Design apb_controller, sky130hd; sources not shown.
Fig. 1: sequential cells grouped by signal name
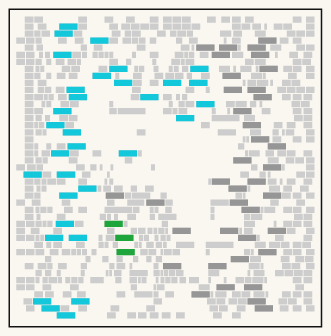
| colour | name in the netlist | placed flops |
|---|---|---|
| cyan | paddr | 32 |
| green | pselx | 3 |
not coloured: 38
Seq power: 1750 uW
final standard cell utilization of the core: 0.496
area used by sequential logic in the layout: 1460 um^2
register fraction of the total cell area: 0.218

Fig. 2: cell area per tile
12 x 12 tiles, from white (low) to dark blue (high), 0 to 100% covered.
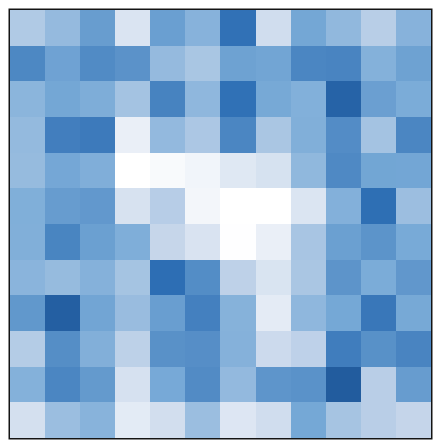
tiles over 75% full: 2.8%
emptiest ninth of the die: centre
fullest tile: 82%
mean over tiles: 44%
nearly empty tiles: 2.8%
core box area: 13500 um^2
core utilization before placement: 0.290

==> notes.md <==
Main metrics from the flow reports.

The flow ran to the end, and the final reports show no timing, DRC or antenna violations. The tally of nets with antenna violations remaining after routing is 0. The tally of unique sky130hd cells used after synthesis came out at approximately 46. The most used flip-flop cell is sky130_fd_sc_hd__dfxtp_1. The total negative setup slack came out at 0 ns. The placer's final routability congestion estimate came out at roughly 0.8. After the first detailed-routing iteration, the DRC count stood at 174. The first-pass GRT wire length is 21000 um. The critical path is of the reg -> reg type.

The x dimension of the die is ~120 um. The average via count per standard cell came out at 5.04. Setup repair after global routing left no endpoint under its margin. The share of cells above drive strength 1 is 0.115.

The initial antenna violation count was 1. At the placement stage, the worst setup path has a slack of 0.160 ns. The total grt overflow came out at 0. The critical path's slowest stage uses the library cell sky130_fd_sc_hd__dfxtp_1.

The H-tree level count came out at 3. The relative slew slack came out at 0.715. The cell family contributing the most delay on the critical path is flip-flops.

In this run the maximum-capacitance check reported violations numbering 0. The yosys synthesis chip area came out at between 3000 and 4000 um^2. Post-route period utilization is reported as 0.928.

The max-slew violation count came out at 0. The clock-pin slew of the registers on the worst-case setup and hold paths came out at 0.20 ns. The number of rows in the core area is approximately 43. The number of nets produced by synthesis came out at 581. The signal arrival time at the worst endpoint is roughly 2.3 ns. The critical path goes through nor2b_1 > a21o_1 > nor2_2 > buf_12 > a311oi_1. The clock tree root driver cell is sky130_fd_sc_hd__clkbuf_2.

The power density over cell area came out at 720 nW/um^2. The total setup violations reported at the end of the flow came out at 0. The internal portion of the total power is ~3300 uW. The cell count along the critical path came out at 5. Per the OpenROAD floorplan log, the area of the die is around 15000 um^2. The cell count listed in synth_stat.txt came out at a little over 400. The share of synthesized area in the top cell type comes to 0.374. The commonest cells after synthesis are sky130_fd_sc_hd__dfxtp_1, sky130_fd_sc_hd__nor2_1, sky130_fd_sc_hd__nand4_1. The synthesized netlist occupies a cell area of approximately 3900 um^2. Per the detailed placement report, the placed cell area equals between 6000 and 7000 um^2. The fraction of power spent switching nets is 0.314. For the pin with the worst max-slew slack, the measured transition is approximately 0.43 ns. Overall routing resource usage recorded by global route was 0.181. For this run, the register share of the synthesized area comes to 0.374. The residual DRC count is 0.

The length of the first detailed-routing pass in iterations is 4. The area growth from synthesis to final layout is 71.4%. The worst setup slack for register-to-register paths came out at 0.15 ns. The net total in the final layout came out at ~810. The final routed wirelength across all metal layers came out at about 14000 um. The worst setup path is launched from a flop.

Across all hold checks on the routed design, the worst slack comes to between 0.3 and 0.4 ns. Summing over the stages, the warning tally comes to 26. In this run the worst hold path is classified as in -> reg.

The synthesized flop and latch total is about 73. The number of buffers inserted by hold repair at cts came out at 0. The worst reg2reg path depth came out at 5.

The total buffers and inverters traversed by the critical path came out at 1. The maximum vdd ir drop is between 0.0003 and 0.0004 V. Per STA, the highest per-stage delay on the worst path measures roughly 0.63 ns.

The final tally of hold violations came out at 0. The post-CTS repair timing setup buffer count is 0. The detailed placer's ending HPWL came out at 10500 um. No sink is reached through more buffers than the 2 on the longest clock path. The shortest clock period the worst path allows after layout came out at 1.95 ns. The total power draw came out at between 4000 and 5000 uW. The I/O pin total is between 200 and 250. The most area-hungry cell type in the Yosys netlist is sky130_fd_sc_hd__dfxtp_1. The main area contributors are sky130_fd_sc_hd__dfxtp_1, sky130_fd_sc_hd__a211oi_2, sky130_fd_sc_hd__mux2i_1.

The detail-routed net length per standard cell is roughly 17 um. The minimum setup slack in the final design came out at 0.152 ns. The count of clock tree sinks came out at around 73. The number of buffer cells added on primary ports is around 240.

The power share of the combinational group came out at 0.397. The pin count of the biggest net entering global routing came out at 37. TritonCTS built the clock tree. Per the timing report, the achievable frequency comes out to 513 MHz. The number of gates resized after CTS came out at 0.

The non-filler instance count after layout came out at 824. The required time at the worst endpoint is listed as 2.48 ns. The average instance in the mapped netlist occupies between 9 and 10 um^2. The number of cells produced by synthesis is between 400 and 500. Summed over all cells, the static leakage comes to approximately 0.0029 uW. Per the timing report, the biggest fanout along the worst path comes to 33. STA classifies the critical path endpoint as a flop.

In this run the vertical extent of the chip is around 120 um. The hold-critical path depth came out at 3. The number of placed instances, taps included came out at between 800 and 900. The clock latency on the worst-skew pair came out at 0.50 ns. The most common cell in the synthesized netlist is sky130_fd_sc_hd__dfxtp_1.

The net switching power figure is 1520 uW. The number of warnings issued by yosys came out at 0. The routed via count came out at 4156. The number of enable-type register cells in the synthesized netlist is 0. The total clock buffers created by CTS came out at 9. The portion of total power attributed to the clock network is 0.241. The finished cells cover ~6700 um^2.

The fraction of registers with async set/reset came out at 0. The number of global-route vias before repair is between 4000 and 5000. The share of total power dissipated in sequential elements is 0.362.
[tightest hold or removal path, delay by kind of cell]
kind	cells	cell delay [ns]
compound gates	1	0.07
buf+inv	1	0.40
simple gates	1	0.06
[cell usage in the layout, fill, tap and decap left out, drive strengths merged, types with 9 or more instances in the layout]
cell type      Yosys  routed
clkdlybuf4s50      0     237
dfxtp             73      73
nand3             33      33
a211oi            33      33
buf               31      22
a21oi             10      10
nor2              37      37
clkbuf            14       9
mux2i             32      32
nand4             34      34
o211a             31      31
a22oi             32      32
[cells by family after synthesis]
logic type,synth area share
flip-flops,0.374
AND/OR/NAND/NOR,0.185
AND-OR/OR-AND,0.289
buffers and inverters,0.0691
XOR/XNOR,0.00224
multiplexers,0.0819
[layout make-up]
class | instances | area, um^2
Inverter | 5 | 18.8
Fill cell | 1286 | 6800
Clock buffer | 9 | 45.0
Tap cell | 180 | 225
Timing Repair Buffer | 259 | 2630
Antenna cell | 1 | 2.50
Multi-Input combinational cell | 290 | 2180
Clock inverter | 7 | 143
Sequential cell | 73 | 1460
[per-layer routing]
| layer | wire [um] | track usage | up-vias | part of all wire |
|---|---|---|---|---|
| met1 | 5600 | 0.205 | 1896 | 0.41 |
| li1 | - | - | 2043 | - |
| met2 | 6280 | 0.306 | 210 | 0.46 |
| met4 | 123 | 0.0522 | 0 | 0.0089 |
| met3 | 1750 | 0.0833 | 7 | 0.13 |
| met5 | 0 | 0 | - | 0 |
[power by group through the flow]
| stage | clock, uW | combinational (uW) | sequential, uW |
|---|---|---|---|
| 2_1_floorplan | 0 | 820 | 1860 |
| 3_3_place_gp | 0 | 1910 | 1770 |
| 3_5_place_dp | 0 | 1930 | 1780 |
| 4_1_cts | 1210 | 1940 | 1750 |
| 5_1_grt | 1270 | 2070 | 1780 |
| 6_report | 1160 | 1920 | 1750 |
Power is estimated from default activity; no workload was simulated.
